[src/rtl/icache.sv]
// Direct-mapped, read-only instruction cache with one-word lines and a single
// outstanding refill; also keeps hit/miss performance counters.
module icache #(
    parameter int SETS = 16
) (
    input  logic        CLK,
    input  logic        nRST,
    input  logic        imemREN,
    input  logic [31:0] imemaddr,
    output logic        ihit,
    output logic [31:0] imemload,
    output logic        iREN,
    output logic [31:0] iaddr,
    input  logic        iwait,
    input  logic [31:0] iload,
    input  logic        inv,
    output logic [31:0] hit_count,
    output logic [31:0] miss_count
);

    localparam int IDX  = $clog2(SETS);
    localparam int TAGW = 30 - IDX;

    typedef enum logic [0:0] {
        IDLE  = 1'b0,
        FETCH = 1'b1
    } state_t;

    state_t          state_q;
    logic [SETS-1:0] valid_q;
    logic [TAGW-1:0] tag_q  [SETS];
    logic [31:0]     data_q [SETS];
    logic [IDX-1:0]  miss_idx_q;
    logic [TAGW-1:0] miss_tag_q;
    logic [31:0]     hit_count_q;
    logic [31:0]     miss_count_q;

    logic [IDX-1:0]  idx_s;
    logic [TAGW-1:0] tag_s;
    logic            hit_s;
    logic            fill_s;
    logic            unused_s;

    assign idx_s    = imemaddr[IDX+1:2];
    assign tag_s    = imemaddr[31:IDX+2];
    assign unused_s = &{1'b0, imemaddr[1:0]};

    assign hit_s  = (state_q == IDLE) && imemREN && valid_q[idx_s] && (tag_q[idx_s] == tag_s);
    assign fill_s = (state_q == FETCH) && !iwait;

    assign ihit       = hit_s;
    assign imemload   = hit_s ? data_q[idx_s] : 32'd0;
    assign iREN       = (state_q == FETCH);
    assign iaddr      = {miss_tag_q, miss_idx_q, 2'b00};
    assign hit_count  = hit_count_q;
    assign miss_count = miss_count_q;

    // Controller: state, valid bits, latched miss address and counters.
    always_ff @(posedge CLK or negedge nRST) begin
        if (!nRST) begin
            state_q      <= IDLE;
            valid_q      <= '0;
            miss_idx_q   <= '0;
            miss_tag_q   <= '0;
            hit_count_q  <= 32'd0;
            miss_count_q <= 32'd0;
        end else begin
            case (state_q)
                IDLE: begin
                    if (imemREN && !hit_s) begin
                        miss_idx_q   <= idx_s;
                        miss_tag_q   <= tag_s;
                        miss_count_q <= miss_count_q + 32'd1;
                        state_q      <= FETCH;
                    end
                end
                FETCH: begin
                    if (!iwait) begin
                        valid_q[miss_idx_q] <= 1'b1;
                        state_q             <= IDLE;
                    end
                end
                default: state_q <= IDLE;
            endcase
            if (hit_s) begin
                hit_count_q <= hit_count_q + 32'd1;
            end
            // Invalidate is ordered last so it wins over a same-cycle fill.
            if (inv) begin
                valid_q <= '0;
            end
        end
    end

    // Tag/data storage needs no reset; the valid bits guard it.
    always_ff @(posedge CLK) begin
        if (fill_s) begin
            tag_q[miss_idx_q]  <= miss_tag_q;
            data_q[miss_idx_q] <= iload;
        end
    end

endmodule

[config.mk]
export PLATFORM = sky130hd
export DESIGN_NAME = icache
export DESIGN_NICKNAME = d
export VERILOG_FILES = /design/src/rtl/icache.sv
export SDC_FILE = /design/constraint.sdc
export NUM_CORES = 1
export LEC_CHECK = 0
export ABC_CLOCK_PERIOD_IN_PS = 10800
export CAP_MARGIN = 20
export CELL_PAD_IN_SITES_DETAIL_PLACEMENT = 0
export CELL_PAD_IN_SITES_GLOBAL_PLACEMENT = 1
export CORE_ASPECT_RATIO = 0.7
export CORE_MARGIN = 1.5
export CORE_UTILIZATION = 40
export DETAILED_ROUTE_END_ITERATION = 12
export DONT_BUFFER_PORTS = 1
export PLACE_DENSITY_LB_ADDON = 0.25
export SYNTH_ARGS = -nofsm -noshare
export SYNTH_HDL_FRONTEND = slang
export SYNTH_SLANG_ARGS = --single-unit
[constraint.sdc]
create_clock -name CLK -period 10.8 [get_ports CLK]
set_clock_uncertainty 0.15 [all_clocks]
set_input_delay 2.16 -clock CLK [delete_from_list [all_inputs] [get_ports CLK]]
set_output_delay 2.16 -clock CLK [all_outputs]
set_load 0.05 [all_outputs]
run_1/layer_met1.png
Supply wires on this layer in gray.
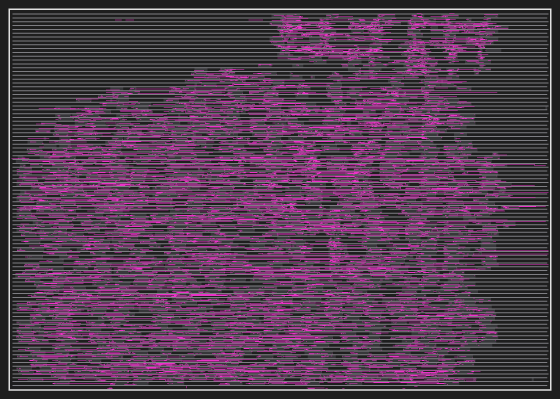
The layer carries 41.6 mm of wire. The longest straight run is 109 um. The wires run mostly horizontal. The layer holds 44% of the routed length.
DRT Wirelength: 95000 um
met1 capacity usage during global routing: 26.2%

run_1/io_fan.png
Scale bar: 100 um.
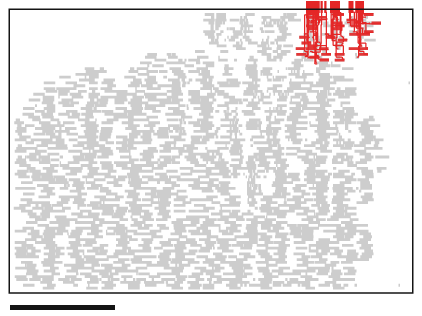
`miss_count`: shown in red, direction output, end cells 32, buffers 0, wire 1360 um.
count of buffers inserted at the top-level ports: 0
# IOs: 199

run_1/flops_by_reg.png
Other sequential cells in the stronger gray, the rest of the logic in the fainter gray.
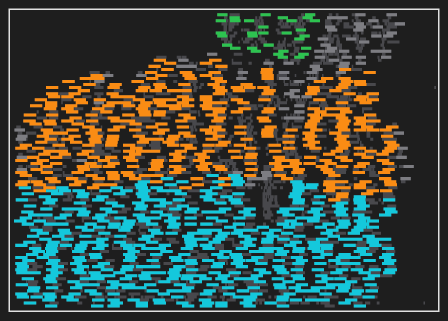
`tag_q`: shown in orange, placed flops 416. `hit_count`: shown in green, placed flops 32, where top middle. `data_q`: shown in cyan, placed flops 512.
Another 79 sequential cells are not colored.
sequential fraction of total cell area: 67.6%
post-layout utilization of the core: 45.2%

==> run notes, run 1 <==
Update from the flow run.

The via count is approximately 19000. The clock slew seen by the registers of the worst setup and hold paths is 0.06 ns. The total of endpoints with negative setup slack in the final report is 0. The number of warnings reported in the stage logs is 35.

The overall power after layout is around 8700 uW. The mapped netlist covers 0.0406 sq mm. For this run, the register share of the synthesized area comes to 75.5%. The summed area of non-filler cells in the final layout is ~0.045 sq mm. The slew at the pin closest to its max-slew limit is approximately 1.1 ns. Buffers inserted to repair hold after CTS numbered 0. The CTS report gives the tree buffer count as around 100. The remaining number of nets flagged by the antenna check after routing is 0. The first global-routing pass estimated around 140000 um of wire.

Post-synthesis, Yosys gives the total cell area as roughly 0.041 sq mm. The initial antenna violation count is 3. The first TritonRoute pass finished after 9 iterations. The synthesis report lists the most area-consuming cells as edfxtp_1 (69%), mux4_2 (15%), dfrtp_1 (6.8%). Internal power comes to around 6700 uW. For the worst reg-to-reg path, the startpoint reported by OpenROAD is tag_q[15][21].

The tightest min-delay check is of the flop to flop type. The flow ran to the end, but the final reports show violations. Sequential cells burn between 50% and 60% of the power. Recorded from the global router log, the overflow total was 0.

TritonCTS built the clock tree. CTS reports a maximum clock tree buffer depth of 3. The number of cells on the worst reg-to-reg path is 10. The clock latency on the worst-skew pair is between 0.6 and 0.7 ns.

The leakage power is between 0.01 and 0.015 uW. Max fanout on the critical path was recorded as roughly 220. The number of clock sinks came to 1039. Per the OpenROAD floorplan log, the width of the die is between 300 and 400 um. Across all register-to-register paths, the minimum setup slack is roughly 5.9 ns. In the final layout, the fill cell count is between 8000 and 9000. The DRC violation total after the first TritonRoute iteration is ~1700. The net load switching power is 1940 uW. In the final design database the tool counted 2015 nets. The post-route netlist has around a quarter of its cells at a drive strength greater than 1.

The time the worst path needs with I/O delays and setup is slightly below 9 ns. The number of antenna cells inserted is 0. Ranked by instance count, the synthesized netlist is headed by edfxtp_1 (928), mux4_2 (266), dfrtp_1 (111). The synthesized area divided by synthesized cell count is approximately 21 sq um. Entering global routing, the biggest net connects ~240 pins. The category of the critical setup timing path is input port to output port.

The worst setup path endpoint is imemload[0]. In this run the vertical extent of the chip is between 200 and 300 um. The count of yosys warnings during synthesis is 0. The final hold violation count is 0. The flow reports that the clock network draws between 30% and 40% of the design power. The number of maximum-capacitance violations recorded for the run is 0. The highest clock rate is approximately 110 MHz. The cell total in the yosys stat output is 1904.

In this run, distinct cell masters in the synthesized netlist total between 50 and 60. After clock tree synthesis, the setup repair step added 0 buffers. The final timing summary puts the cycle share of the worst path at about four fifths. Relative to the synthesized area, the layout overhead comes to 11.8%.

Looking at the VDD voltage map, the peak drop is 0.132 mV. Data arrives at the worst endpoint at between 6 and 7 ns. The post-route worst setup slack is about 2.1 ns. The worst setup path is launched from an input port. In the post-synthesis netlist, the cell with the most instances is edfxtp_1. Counting flops with a built-in enable in the synthesized netlist gives just over 900. Of the total power, combinational logic draws under 10%.

In the synthesized netlist, the number of instances is 1904. Per the synth log, the flip-flop and latch total comes to roughly 1000. After detailed routing, the number of remaining DRC violations is 5.

The clock tree synthesis step divided the H-tree into 3 levels. The via count of the first global-routing pass came to about 20000. The worst pin sits at a relative slew slack of a little over a quarter. The element type at the critical path end is an output port. The total die size is approximately 0.10 sq mm.

The setup slack after placement is 2.20 ns. The checks that failed: DRC. Among all flip-flop cells after synthesis, the most frequent one is edfxtp_1. The largest total area in the synthesized netlist belongs to edfxtp_1. The initial standard-cell utilization of the core is between 40% and 50%. The power per cell area is around 190 mW/mm^2. The via-per-instance ratio is approximately 5.6. Setup repair after global routing left no endpoint under its margin. The placer congestion estimate is ~0.77. The share of synthesized registers carrying an async set or reset is a little over a tenth.
[run 1: kinds of logic after synthesis]
family                   count (synthesis)  share of synthesized area, %
adder cells (fa/ha/maj)                  2                        0.0617
multiplexers                           340                          16.7
AND-OR/OR-AND                           41                         0.759
buffers and inverters                  104                          1.28
AND/OR/NAND/NOR                        289                          3.79
other                                    1                       0.00924
XOR/XNOR                                88                          1.90
flip-flops                            1039                          75.5
[run 1: power by group through the flow]
| stage | sequential, uW | combinational (uW) | clock [uW] |
|---|---|---|---|
| global route | 4910 | 408 | 3650 |
| detailed placement | 4990 | 375 | 0 |
| finish | 4890 | 382 | 3410 |
| floorplan | 4910 | 312 | 0 |
| CTS | 4900 | 376 | 3490 |
| global placement | 4970 | 371 | 0 |
[run 1: critical path, stage by stage]
cell and delay, ns:
mux4_2 0.63, mux4_2 0.51, xnor2_1 0.20, nand4_1 0.17
nor2_1 0.42, nand4_1 0.17, or4b_4 0.92, nor2b_1 0.93
[run 1: cells in the final DEF, fill, tap and decap left out, drive strengths merged, types with 6 or more instances in the layout]
| cell type | instances |
|---|---|
| buf | 31 |
| a221oi | 7 |
| nand2 | 30 |
| dfrtp | 111 |
| or3 | 6 |
| nor3 | 26 |
| inv | 9 |
| nand3 | 34 |
| mux2i | 39 |
| xor2 | 36 |
| xnor2 | 52 |
| nor2b | 39 |
| edfxtp | 928 |
| nor4 | 11 |
| bufinv | 7 |
| mux4 | 266 |
| nor2 | 70 |
| clkbuf | 133 |
| mux2 | 35 |
| o21ai | 6 |
| a22oi | 7 |
| and3 | 23 |
| clkinv | 43 |
| nand4 | 26 |
[run 1: state kept, by name, summed over array words and instances, names as in the netlist]
register / cells
miss_idx_q: 4
iREN: 1
tag_q: 416
hit_count: 32
miss_count: 32
data_q: 512
valid_q: 16
miss_tag_q: 26
[run 1: per-stage QoR]
step           cells  hold slack, ns
2_1_floorplan   1905           0.311
3_3_place_gp    3176           0.325
3_5_place_dp    3177           0.337
4_1_cts         3362           0.350
5_1_grt         3363           0.376
6_report        3363           0.348
[run 1: metal layers]
layer | up-vias | GRT usage, % | share of wire (%)
li1 | 7933 | - | -
met1 | 10366 | 26.2 | 44
met2 | 492 | 29.8 | 49
met3 | 138 | 3.16 | 5.4
met4 | 0 | 4.38 | 1.9
met5 | - | 0 | 0
[run 1: cell type report]
class                      instances  area [sq um]  area share, %
tap                             1336          1670           3.69
clock inverter                    52           458           1.01
sequential                      1039         30600           67.6
timing repair buffer              31           265          0.585
multi-input combinational        762          9530           21.0
inverter                          10          40.0         0.0883
clock buffer                     133          2740           6.04
[run 1: worst min path at each step]
stage,from,endpoint,slack (ns),cells after the start
2_1_floorplan,valid_q[12],valid_q[12],0.31,2
3_3_place_gp,valid_q[13],valid_q[13],0.33,2
3_5_place_dp,valid_q[13],valid_q[13],0.34,2
4_1_cts,valid_q[13],valid_q[13],0.35,2
5_1_grt,valid_q[14],valid_q[14],0.38,2
6_report,valid_q[13],valid_q[13],0.35,2
run_1/layer_met2.png
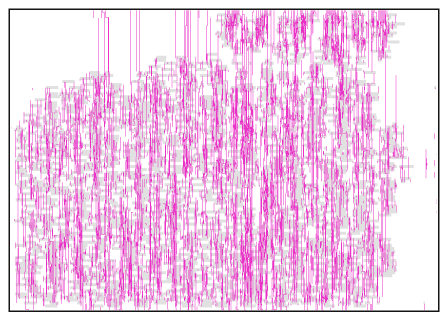

## Run 2: what changed since run 1
ABC_CLOCK_PERIOD_IN_PS = 8800   (was 10800)
clock period = 8.8 ns   (was 10.8 ns; I/O delays follow)
run_2/layer_met2.png
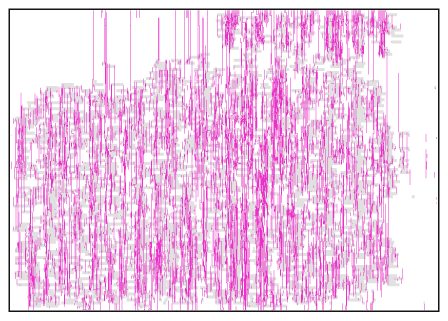
1835 nets have wire on it. The longest straight run is 206 um. The layer carries 46.8 mm of wire. The layer holds 49% of the routed length. The wires run mostly vertical.
GRT met2 Usage: 30.1%
DRT Wirelength: 95200 um
total via count in the routed design: 19133

run_2/congestion.png
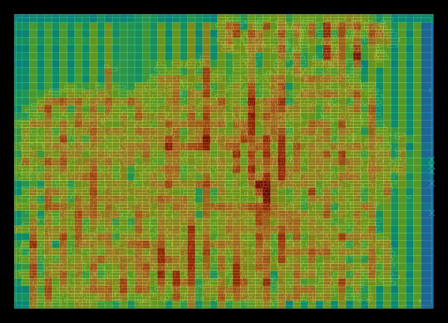
met1 capacity usage during global routing: 26.1%
layer with the highest usage after global routing: met2
routed len/inst: 28.0 um

==> run 2 against run 1 <==
  * The run still ends with DRC left
  * First-iteration DRC count grew 5.8%
  * Via count grew 1.1%
  * Global-route usage grew 0.095 points
  * Critical path depth grew 1
  * Power grew 25%
  * Clock power grew 28%
  * Cell count grew 1.1%
  * Synthesized cell count is the same
  * Non-clock buffer count grew 31
  * Sequential power grew 23%
  * Combinational power grew 23%
  * Design area grew 0.86%
  * Critical path type unchanged
  * Largest power group unchanged
==> run notes, run 2 <==
Update from the flow run.

The maximum clock path buffer count came to 3 (unchanged). After synthesis, the most frequently instantiated cells are edfxtp_1 (928), mux4_2 (266), dfrtp_1 (111). The highest clock rate this design can be run at is between 100 and 150 MHz. The clock latency on the worst-skew pair is 0.70 ns (+0.03 ns). The total die size is 0.103 sq mm (unchanged).

The number of levels the H-tree was split into is 3 (unchanged). The DRC violation total after the first TritonRoute iteration is 1850 (+5.8%). The number of flops mapped to enable cells by yosys came to 928 (unchanged).

The wire length on met2 is 46800 um (+0.73%). The largest fanout of any net on the critical path came to 215 (unchanged). Traced cell by cell, the critical path runs through mux4_2 > mux4_2 > xnor2_1 > nand4_1 > nor2_1 > nand4_1 > or4b_4 > nor2b_1 > buf_4. Hold analysis lists the worst path endpoint as valid_q[1]. The most frequent logic cell in the layout is edfxtp_1.

The number of design rule violations left after detail routing was 5 (unchanged). TritonCTS built the clock tree. The count of yosys warnings during synthesis is 0 (unchanged). The die width is 384 um (unchanged). The via-per-instance ratio is 5.63 (about the same).

The number of buffer cells added on primary ports is 0 (unchanged). The routed length on met3 is 5550 um (+7.6%). The buffer and inverter count on the worst path is 1 (+1).

The highest cell delay on the worst timing path came to 0.92 ns (about the same). The height of the chip is 269 um (unchanged). The flow ran to the end, but the final reports show violations. The total cell area reported by yosys after synthesis was 0.0406 sq mm (unchanged). The number of cells on the worst reg-to-reg path was 10 (unchanged).

The class of the most critical hold timing path is flop to flop. The final reports fail on DRC. The cell depth of the worst min-delay path is 2 (unchanged). The initial antenna violation count is 4 (+1). The portion of synthesized cell area occupied by the leading cell type is between 60 and 70%. The relative slew slack is 22.2% (-4.5 points).

Setup repair after global routing left no endpoint under its margin. The power per cell area came to 237 mW/mm^2 (+24%). The register-to-register path setup slack came to 3.94 ns (-2.00 ns).

The number of standard cells after synthesis came to 1904 (unchanged). The number of CTS-inserted buffers is 102 (+2.0%). The number of distinct library cells after synthesis is 54 (unchanged).

The startpoint of the most critical hold path is valid_q[1]. The number of detailed-routing iterations run before antenna repair is 10 (+1). The number of flip-flops under the largest register name is 512 (unchanged).

The count of hold buffers inserted by post-cts repair is 0 (unchanged). The time the worst path needs with I/O delays and setup is between 7 and 8 ns. The number of violations of the max-capacitance limit is 0 (unchanged). The leakage power is 0.0149 uW (+1.6%). The number of warnings in the stage logs came to 35 (unchanged). By area the synthesized netlist is led by edfxtp_1 (69%), mux4_2 (15%), dfrtp_1 (6.8%). The summed area of non-filler cells in the final layout came to 0.0457 sq mm (+0.86%).

The clock slew seen by the registers of the worst setup and hold paths is 0.05 ns (about the same). Routed signal wires occupy layers up through met4. The mapped cell area is 0.0406 sq mm (unchanged). The worst setup path is captured at an output port. The sequential fraction of the synthesis area is 75.5% (unchanged). The slew at the pin closest to its max-slew limit is 1.16 ns (+0.0671 ns). The fraction of layout cells with a size suffix above 1 is 25.7% (+1.2 points). Summed over all nets, the half-perimeter wirelength after detailed placement is 48600 um. The wire length the detailed router placed on met1 came to 41200 um (-1.1%). The top cell types in the final layout, fill and taps aside, are edfxtp_1 (928), mux4_2 (266), dfrtp_1 (111). The total of endpoints with negative setup slack in the final report is 0 (unchanged). The global-route wire length before repair is 139000 um (+0.17%). The number of buffers inserted by post-CTS setup repair is 0 (unchanged). The category of the critical setup timing path is input port to output port.

The area growth from synthesis to layout is 12.7%. The post-synthesis register bit count is 1039 (unchanged). The placer congestion estimate is 0.757 (-1.5%). The final period utilization is between 80 and 90%.

The overall overflow remaining after global route is 0 (unchanged). The post-layout net count is 2048 (+1.6%). In the synthesized netlist the dominant register cell turns out to be edfxtp_1. The final hold violation count is 0 (unchanged). The largest registers in the layout are data_q (512), tag_q (416). The beginning of the worst register-to-register path is tag_q[3][21]. The cell total in the yosys stat output was 1904 (unchanged). The worst endpoint data arrival time was 5.70 ns (-0.73 ns). The total I/O pin count is 199 (unchanged).

The maximum resistive drop on vdd is 0.176 mV (+33%). The share of synthesized registers carrying an async set or reset is 10.7% (unchanged). The worst setup path is launched from an input port. The number of antenna cells inserted is 0 (unchanged). The max-slew violation count is 0. The critical path's slowest stage uses the library cell or4b_4. The CTS sink count is 1039 (unchanged). The cell type with the highest aggregate area in the netlist is edfxtp_1. The synthesized area divided by synthesized cell count is 21.3 sq um (unchanged). The remaining number of nets flagged by the antenna check after routing is 0 (unchanged). The category of cells accounting for the largest share of critical-path delay is simple AND/OR/NAND/NOR gates. The maximum number of pins on one net before global-route repair is 239 (unchanged). edfxtp_1 is the most common cell in the netlist. The register with the most flip-flops in the final layout is data_q.

The via count of the first global-routing pass is 19857 (+0.91%).
## run 2: netlist changes by cell type in the layout (fill, tap and decap cells not counted)
| cell | previous run | this run |
|---|---|---|
| buf_16 | 1 | 2 |
| buf_4 | 29 | 59 |
| bufinv_16 | 7 | 11 |
| clkbuf_16 | 102 | 103 |
| clkbuf_8 | 7 | 3 |
| clkinv_1 | 20 | 24 |
| clkinv_2 | 20 | 17 |
| clkinv_8 | 3 | 2 |
| clkinvlp_4 | 3 | 4 |
| inv_16 | 0 | 2 |
| inv_6 | 1 | 3 |
## run 2: logic make-up (layout without fill, tap and decap cells)
group	Yosys count	count (layout)	share of synthesized area [%]
AND/OR/NAND/NOR	289	289	3.79
adder cells (fa/ha/maj)	2	2	0.0617
multiplexers	340	340	16.7
buffers and inverters	104	263	1.28
XOR/XNOR	88	88	1.90
flip-flops	1039	1039	75.5
AND-OR/OR-AND	41	41	0.759
other	1	2	0.00924
## run 2: worst reg2reg max path, cell delays in order (launching register included)
cell	delay, ns
edfxtp_1	0.35
mux4_2	0.48
mux4_2	0.51
xnor2_1	0.21
nand4_1	0.17
nor2_1	0.44
nand4_1	0.15
or4b_4	0.92
nand2_2	0.47
buf_4	0.47
mux2_2	0.42
## run 2: metal layers
metal | GRT usage, % | vias up
li1 | - | 8010
met1 | 26.1 | 10426
met2 | 30.1 | 563
met3 | 3.37 | 134
met4 | 4.20 | 0
met5 | 0 | -
## run 2: layout make-up
class | count | area (sq um)
clock inverters | 61 | 627
clock buffers | 130 | 2710
inverters | 10 | 40.0
fillers | 8412 | 54500
well taps | 1336 | 1670
multi-input cells | 762 | 9530
flip-flops and latches | 1039 | 30600
repair buffers | 62 | 518
## run 2: worst max path at each step
stage,startpoint,end,slack (ns),cells after the start
5_1_grt,imemaddr[5],imemload[25],1.02,11
2_1_floorplan,imemaddr[3],imemload[12],1.61,13
3_3_place_gp,imemaddr[5],imemload[25],1.18,10
6_report,imemaddr[2],imemload[25],1.19,9
3_5_place_dp,imemaddr[5],imemload[25],1.23,10
4_1_cts,imemaddr[5],imemload[25],1.22,10
## run 2: report_power, final
group	leakage (uW)	internal [uW]	switching (uW)
Sequential	0.00981	5640	356
Combinational	0.00343	240	231
Clock	0.00162	2510	1870
## run 2: stage by stage
step / util (%) / cells / setup slack (ns) / power (uW) / hold WS (ns)
floorplan: - / 1905 / 1.61 / 6410 / 0.311
global placement: 42.2 / 3206 / 1.18 / 6550 / 0.324
detailed placement: 42.2 / 3207 / 1.23 / 6580 / 0.332
CTS: 45.6 / 3398 / 1.22 / 10900 / 0.345
global route: 45.6 / 3400 / 1.02 / 11200 / 0.368
finish: 45.6 / 3400 / 1.19 / 10800 / 0.346
Power figures rest on the tool's default switching activity, not on a simulated workload.
